--- src/rtl/sent_pkg.sv ---
// Shared constants, CRC parameters and FSM state type for the SENT transmit scheduler.
// CRC parameters are used only when SENT_SERIAL_CRC_EN is defined.
package sent_pkg;

  localparam int SHORT_FRAMES = 16;
  localparam int ENH_FRAMES   = 18;

  // Polynomials are stored without their leading x^n term.
  localparam logic [3:0] CRC4_POLY = 4'b1101;
  localparam logic [3:0] CRC4_SEED = 4'b0101;
  localparam logic [5:0] CRC6_POLY = 6'b011001;
  localparam logic [5:0] CRC6_SEED = 6'b010101;

  typedef enum logic [1:0] {
    IDLE = 2'd0,
    LOAD = 2'd1,
    SEND = 2'd2
  } sent_state_e;

endpackage

--- src/rtl/sent_serial_crc.sv ---
// Combinational slow-channel CRC: CRC4 over the short message, CRC6 over the enhanced message.
// Instantiated by the scheduler only when SENT_SERIAL_CRC_EN is defined.
module sent_serial_crc
  import sent_pkg::*;
(
  input  logic        channel_format,
  input  logic        config_bit,
  input  logic [7:0]  id,
  input  logic [15:0] data,
  output logic [5:0]  crc
);

  always_comb begin
    logic [11:0] s_bits;
    logic [11:0] e_bit3;
    logic [23:0] e_bits;
    logic [3:0]  c4;
    logic [5:0]  c6;
    logic        fb;
    s_bits = {id[3:0], data[7:0]};
    // Enhanced message bits: {bit3, bit2} per frame for frames 6..17, MSB first.
    e_bit3 = {1'b0, config_bit, (config_bit ? data[15:12] : id[7:4]), 1'b0, id[3:0], 1'b0};
    e_bits = '0;
    for (int i = 0; i < 12; i++) begin
      e_bits[23 - 2*i] = e_bit3[11 - i];
      e_bits[22 - 2*i] = data[11 - i];
    end
    c4 = CRC4_SEED;
    for (int i = 11; i >= 0; i--) begin
      fb = c4[3] ^ s_bits[i];
      c4 = {c4[2:0], 1'b0};
      if (fb) c4 = c4 ^ CRC4_POLY;
    end
    c6 = CRC6_SEED;
    for (int i = 23; i >= 0; i--) begin
      fb = c6[5] ^ e_bits[i];
      c6 = {c6[4:0], 1'b0};
      if (fb) c6 = c6 ^ CRC6_POLY;
    end
    crc = channel_format ? c6 : {2'b00, c4};
  end

endmodule

--- src/rtl/sent_tx_scheduler.sv ---
// SENT frame scheduler: pops fast-channel words, builds slow-channel status bits, paces frames.
// Define SENT_SERIAL_CRC_EN to transmit real serial CRCs; otherwise CRC positions carry 0.
module sent_tx_scheduler
  import sent_pkg::*;
#(
  parameter int DATAWIDTH = 12
) (
  input  logic                 PCLK,
  input  logic                 PRESETn,
  input  logic                 enable,
  input  logic                 channel_format,
  input  logic                 config_bit,
  input  logic [7:0]           id,
  input  logic [15:0]          data_bit_field,
  input  logic                 fifo_empty,
  input  logic [DATAWIDTH-1:0] fifo_rdata,
  output logic                 fifo_rd,
  output logic                 frame_valid,
  output logic [DATAWIDTH-1:0] frame_data,
  output logic [3:0]           frame_status,
  input  logic                 frame_ready,
  output logic                 msg_done,
  output logic                 underflow
);

  sent_state_e          state_q, state_d;
  logic [4:0]           idx_q, idx_d;
  logic [7:0]           id_q, id_d;
  logic [15:0]          dbf_q, dbf_d;
  logic                 fmt_q, fmt_d;
  logic                 cfg_q, cfg_d;
  logic [DATAWIDTH-1:0] data_q, data_d;
  logic [3:0]           status_q, status_d;
  logic                 msg_done_q, msg_done_d;
  logic [5:0]           crc_w;
  logic                 b3, b2, last;

`ifdef SENT_SERIAL_CRC_EN
  sent_serial_crc u_crc (
    .channel_format (fmt_q),
    .config_bit     (cfg_q),
    .id             (id_q),
    .data           (dbf_q),
    .crc            (crc_w)
  );
`else
  assign crc_w = '0;
`endif

  // Serial bits for the frame currently being loaded.
  always_comb begin
    b3 = 1'b0;
    b2 = 1'b0;
    if (!fmt_q) begin
      b3 = (idx_q == 5'd0);
      if (idx_q < 5'd4)       b2 = id_q[3'(5'd3 - idx_q)];
      else if (idx_q < 5'd12) b2 = dbf_q[4'(5'd11 - idx_q)];
      else                    b2 = crc_w[3'(5'd15 - idx_q)];
    end else if (idx_q < 5'd6) begin
      b3 = 1'b1;
      b2 = crc_w[3'(5'd5 - idx_q)];
    end else begin
      b2 = dbf_q[4'(5'd17 - idx_q)];
      if (idx_q == 5'd7)
        b3 = cfg_q;
      else if (idx_q >= 5'd8 && idx_q <= 5'd11)
        b3 = cfg_q ? dbf_q[4'(5'd23 - idx_q)] : id_q[3'(5'd15 - idx_q)];
      else if (idx_q >= 5'd13 && idx_q <= 5'd16)
        b3 = id_q[3'(5'd16 - idx_q)];
    end
  end

  assign last = (idx_q == (fmt_q ? 5'(ENH_FRAMES - 1) : 5'(SHORT_FRAMES - 1)));

  always_comb begin
    state_d    = state_q;
    idx_d      = idx_q;
    id_d       = id_q;
    dbf_d      = dbf_q;
    fmt_d      = fmt_q;
    cfg_d      = cfg_q;
    data_d     = data_q;
    status_d   = status_q;
    msg_done_d = 1'b0;
    fifo_rd    = 1'b0;
    underflow  = 1'b0;
    frame_valid = 1'b0;
    case (state_q)
      IDLE: begin
        if (enable) begin
          id_d    = id;
          dbf_d   = data_bit_field;
          fmt_d   = channel_format;
          cfg_d   = config_bit;
          idx_d   = '0;
          state_d = LOAD;
        end
      end
      LOAD: begin
        if (!fifo_empty) begin
          fifo_rd = 1'b1;
          data_d  = fifo_rdata;
        end else begin
          underflow = 1'b1;
        end
        status_d = {b3, b2, 2'b00};
        state_d  = SEND;
      end
      SEND: begin
        frame_valid = 1'b1;
        if (frame_ready) begin
          if (!last) begin
            idx_d   = idx_q + 5'd1;
            state_d = LOAD;
          end else begin
            msg_done_d = 1'b1;
            // enable is only looked at here, so a drop mid-message lets it finish.
            if (enable) begin
              id_d    = id;
              dbf_d   = data_bit_field;
              fmt_d   = channel_format;
              cfg_d   = config_bit;
              idx_d   = '0;
              state_d = LOAD;
            end else begin
              state_d = IDLE;
            end
          end
        end
      end
      default: state_d = IDLE;
    endcase
  end

  always_ff @(posedge PCLK or negedge PRESETn) begin
    if (!PRESETn) begin
      state_q    <= IDLE;
      idx_q      <= '0;
      id_q       <= '0;
      dbf_q      <= '0;
      fmt_q      <= 1'b0;
      cfg_q      <= 1'b0;
      data_q     <= '0;
      status_q   <= '0;
      msg_done_q <= 1'b0;
    end else begin
      state_q    <= state_d;
      idx_q      <= idx_d;
      id_q       <= id_d;
      dbf_q      <= dbf_d;
      fmt_q      <= fmt_d;
      cfg_q      <= cfg_d;
      data_q     <= data_d;
      status_q   <= status_d;
      msg_done_q <= msg_done_d;
    end
  end

  assign frame_data   = data_q;
  assign frame_status = status_q;
  assign msg_done     = msg_done_q;

endmodule

--- config.mk ---
export PLATFORM = sky130hd
export DESIGN_NAME = sent_tx_scheduler
export DESIGN_NICKNAME = d
export VERILOG_FILES = /design/src/rtl/sent_pkg.sv /design/src/rtl/sent_serial_crc.sv /design/src/rtl/sent_tx_scheduler.sv
export SDC_FILE = /design/constraint.sdc
export NUM_CORES = 1
export LEC_CHECK = 0
export CAP_MARGIN = 0
export CORE_ASPECT_RATIO = 0.7
export CORE_MARGIN = 2
export CORE_UTILIZATION = 40
export DETAILED_ROUTE_END_ITERATION = 7
export PLACE_DENSITY = 0.72
export SLEW_MARGIN = 20
export SYNTH_ARGS = -nofsm -noshare
export SYNTH_HDL_FRONTEND = slang
export SYNTH_SLANG_ARGS = --single-unit
--- constraint.sdc ---
create_clock -name PCLK -period 3.6 [get_ports PCLK]
set_clock_uncertainty 0.1 [all_clocks]
set_input_delay 0.72 -clock PCLK [delete_from_list [all_inputs] [get_ports PCLK]]
set_output_delay 0.72 -clock PCLK [all_outputs]
set_load 0.05 [all_outputs]
==> images/layers.png <==
Bar = 20 µm.
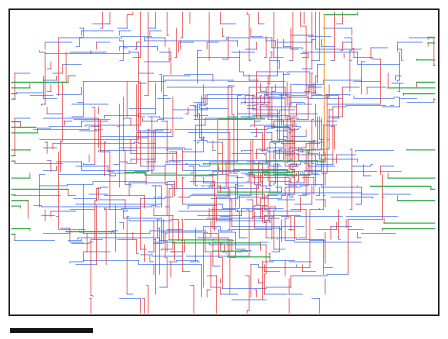
[M1] blue | wire length: 2790 µm
[M4] orange | wire length: 53.0 µm
[M2] red | wire length: 2280 µm
[M3] green | wire length: 378 µm
GRT Overall Usage: 15.92%
DRT Wirelength: 5494 µm

==> images/clock_wires.png <==
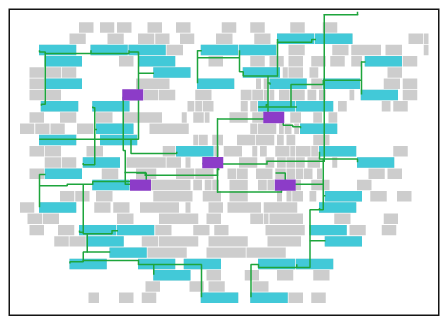
[clock wires] green | length: 611 µm
[flip-flops] cyan | count: 48
[clock-net drivers] purple | count: 5
flops lie: spread over the die
Clk power: 0.338 mW
clock group share of total power: 11.9%
Late-Pin Clk Latency: 0.30 ns

==> images/pinout.png <==
Pins as bars across the die edge, other pins in grey.
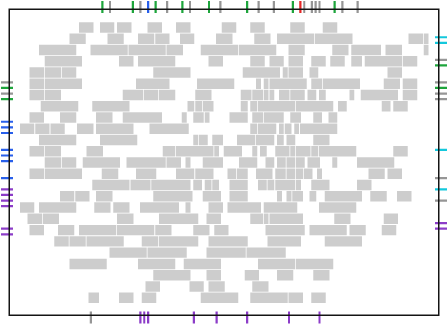
[id] blue | pins: 8 | direction: input | edge: 7 left, 1 top
[fifo_rdata] green | pins: 12 | direction: input | edge: 8 top, 2 right, 2 left
[frame_status] cyan | pins: 4 | direction: output | edge: right
[frame_ready] red | pins: 1 | direction: input | edge: top
[data_bit_field] purple | pins: 16 | direction: input | edge: 8 bottom, 6 left, 2 right
all pins by edge: 23 top, 17 left, 14 right, 9 bottom
I/O Buffers: 60
chip width: 103.4 µm
Chip Height: 73.57 µm

==> images/placed.png <==
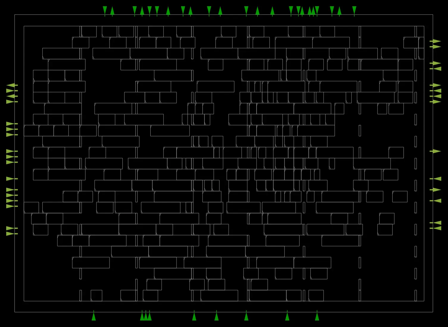
Util after Layout: 52.50%
# fillers: 598
n_taps: 94
Core Area: 0.006725 mm²

==> run summary <==
Status: completed
Vias in the first global route: 1866
Post-synth EDFFs: 0
Post-CTS sizing: 0
Setup Viol. Count Final: 0
Yosys top cell area share: 43.44%
Post-synth ARST share: 100.0%
Ys flops: 48
DRT iter0 DRCs: 92
Slowest CP cell: clkdlybuf4s50_1
Critical path type: in -> out
Fin crit share: 81.74%
Antenna violations before repair: 0
Total die size: 0.007605 mm²
IO Pins: 63
Ys cells: 202
Post-synthesis sequential area ratio: 43.44%
Seq. cell area: 0.001201 mm²
Synthesis warning total: 0
Relative slew margins: 39.15%
Via Count: 1871
Cell Chain, Critical Path: clkdlybuf4s50_1, and2_1, clkdlybuf4s50_1
Slew of the pin with the lowest slew margin: 0.9128 ns
DR pass1 iterations: 4
CTS buffer count: 5
Leakage power: 1.422 nW
Area leader, netlist: dfrtp_1
Min Tclk post-route: 2.943 ns
H-tree depth: 2
Required time worst endpoint: 2.78 ns
First-pass GRT wire length: 9183 µm
Max Freq: 339.8 MHz
Startpoint Class: input port
Final hold violations: 0
GP Congestion: 0.8522
Count of tool warnings: 34
Logic area: 0.001454 mm²
Critical path peak fanout: 2
N_diodes: 0
Met1 Use GR: 24.52%
TNS Setup: 0 ns
PwrDens: 800.5 mW/mm²
HP Class: in -> async
Critical path's most frequent cell: clkdlybuf4s50_1
VDD IR max: 0.3244 mV
Syn avg cell area: 13.69 µm²
# rows: 25
Synth cell types: 40
GRT busiest layer: met1
CTS Root Cell: clkbuf_8
Post-CTS Hold Fix Bufs: 0
Grt met3 use: 4.662%
Cells after Synth: 202
WHS: 0.3104 ns
Total global routing overflow: 0
CP max stage delay: 0.79 ns
Largest cells by area: dfrtp_1 43%, mux2_2 15%, mux4_1 12%, ha_1 5.0%, mux4_2 4.1%
RSZ-0062 raised after global routing: no
CP endpoint kind: primary output
Grt met2 use: 21.65%
Vias per cell: 5.241
Post-DRT Antenna Nets: 0
Routed len/inst: 15.39 µm
Final nets: 316
MaxCap Viol Count: 0
Max Slew Vio Count: 0
Share of layout cells above drive strength 1: 22.43%
Mapped cell area: 0.002765 mm²
Cell with the most instances after synthesis: dfrtp_1
Post-CTS Setup Inserts: 0
Largest net degree at the start of global routing: 49
Residual DRC: 0
CP arrival: 2.12 ns
CTS tree: built
Top cells by count, synth: 48 x dfrtp_1, 38 x mux2_2, 13 x mux4_1, 11 x ha_1
Area growth, synth to finish: 27.69%
Chip Area, Yosys: 0.002765 mm²
Fp util: 41.12%
path summary, 6_finish.rpt:
kind / start / endpoint / slack (ns) / cells after the start
worst max-delay path: fifo_empty / underflow / 0.66 / 3
worst min-delay path: PRESETn / dbf_q[10]$_DFFE_PN0P_ / 0.31 / 1
worst max register to register: idx_q[0]$_DFFE_PN0P_ / frame_status[3]$_DFFE_PN0N_ / 0.94 / 5
worst min register to register: frame_data[11]$_DFFE_PN0P_ / frame_data[11]$_DFFE_PN0P_ / 0.41 / 1
max in group asynchronous: PRESETn / dbf_q[6]$_DFFE_PN0P_ / 2.66 / 1
min in group PCLK: frame_data[11]$_DFFE_PN0P_ / frame_data[11]$_DFFE_PN0P_ / 0.41 / 1
per-stage QoR:
step | utilization [%] | worst slack [ns] | total power [mW] | cells | area [µm²]
after CTS | 52.47 | 0.6592 | 2.854 | 357 | 3528
after detailed placement | 51.07 | 0.6649 | 2.512 | 349 | 3435
after global placement | 51.07 | 0.6828 | 2.465 | 349 | 3435
final | 52.50 | 0.6572 | 2.827 | 357 | 3531
after floorplan | - | 1.013 | 2.088 | 203 | 2769
after global routing | 52.50 | 0.6394 | 3.013 | 357 | 3531
cells in the final DEF, fill, tap and decap left out, types with 2 or more instances in the layout:
| master | n |
|---|---|
| and2_1 | 3 |
| clkdlybuf4s50_1 | 58 |
| nand3_1 | 7 |
| nand2_1 | 7 |
| a22oi_1 | 3 |
| mux2_2 | 38 |
| buf_4 | 5 |
| mux2i_1 | 4 |
| nor2_1 | 7 |
| clkbuf_8 | 6 |
| mux4_1 | 13 |
| dfrtp_1 | 48 |
| o21ai_0 | 5 |
| inv_1 | 7 |
| ha_1 | 11 |
| conb_1 | 2 |
| nand4bb_1 | 2 |
| nor2b_1 | 2 |
| a21oi_1 | 3 |
| nand2b_1 | 3 |
| mux4_2 | 5 |
| o22ai_1 | 4 |
| a31oi_1 | 2 |
flip-flops by register name, indices dropped and copies added, names as in the netlist:
register	cells
dbf_q	16
state_q	2
fmt_q	1
msg_done	1
id_q	8
frame_data	12
cfg_q	1
frame_status	2
idx_q	5
cell families after synthesis:
group | synth area share [%]
other cells | 0.1356
flops | 43.44
buf+inv | 4.118
fa+ha+maj | 4.977
mux | 33.35
xor+xnor | 0.6336
simple gates | 7.150
compound gates | 6.199
per-layer routing:
layer / wire length (µm) / share of wire [%] / vias to the layer above
li1: - / - / 888
met1: 2787 / 51 / 914
met2: 2276 / 41 / 64
met3: 378 / 6.9 / 5
met4: 53 / 0.96 / 0
met5: 0 / 0 / -
layout make-up:
class	count	share of cell area, %
Sequential cell	48	34.02
Clock buffer	7	2.445
Inverter	7	0.7442
Timing Repair Buffer	64	18.07
Clock inverter	1	0.2126
Multi-Input combinational cell	136	41.18
Tap cell	94	3.331
power breakdown:
part | internal, mW | total (mW) | switching, mW
Combinational | 0.769 | 1.47 | 0.704
Sequential | 0.787 | 1.02 | 0.229
Clock | 0.156 | 0.338 | 0.181
worst max-delay path: cells and delay by family:
kind / cells / cell delay [ns]
buffers and inverters: 2 / 1.28
and+or+nand+nor: 1 / 0.12
No activity file was given, so power comes from the tool's default toggle rates.
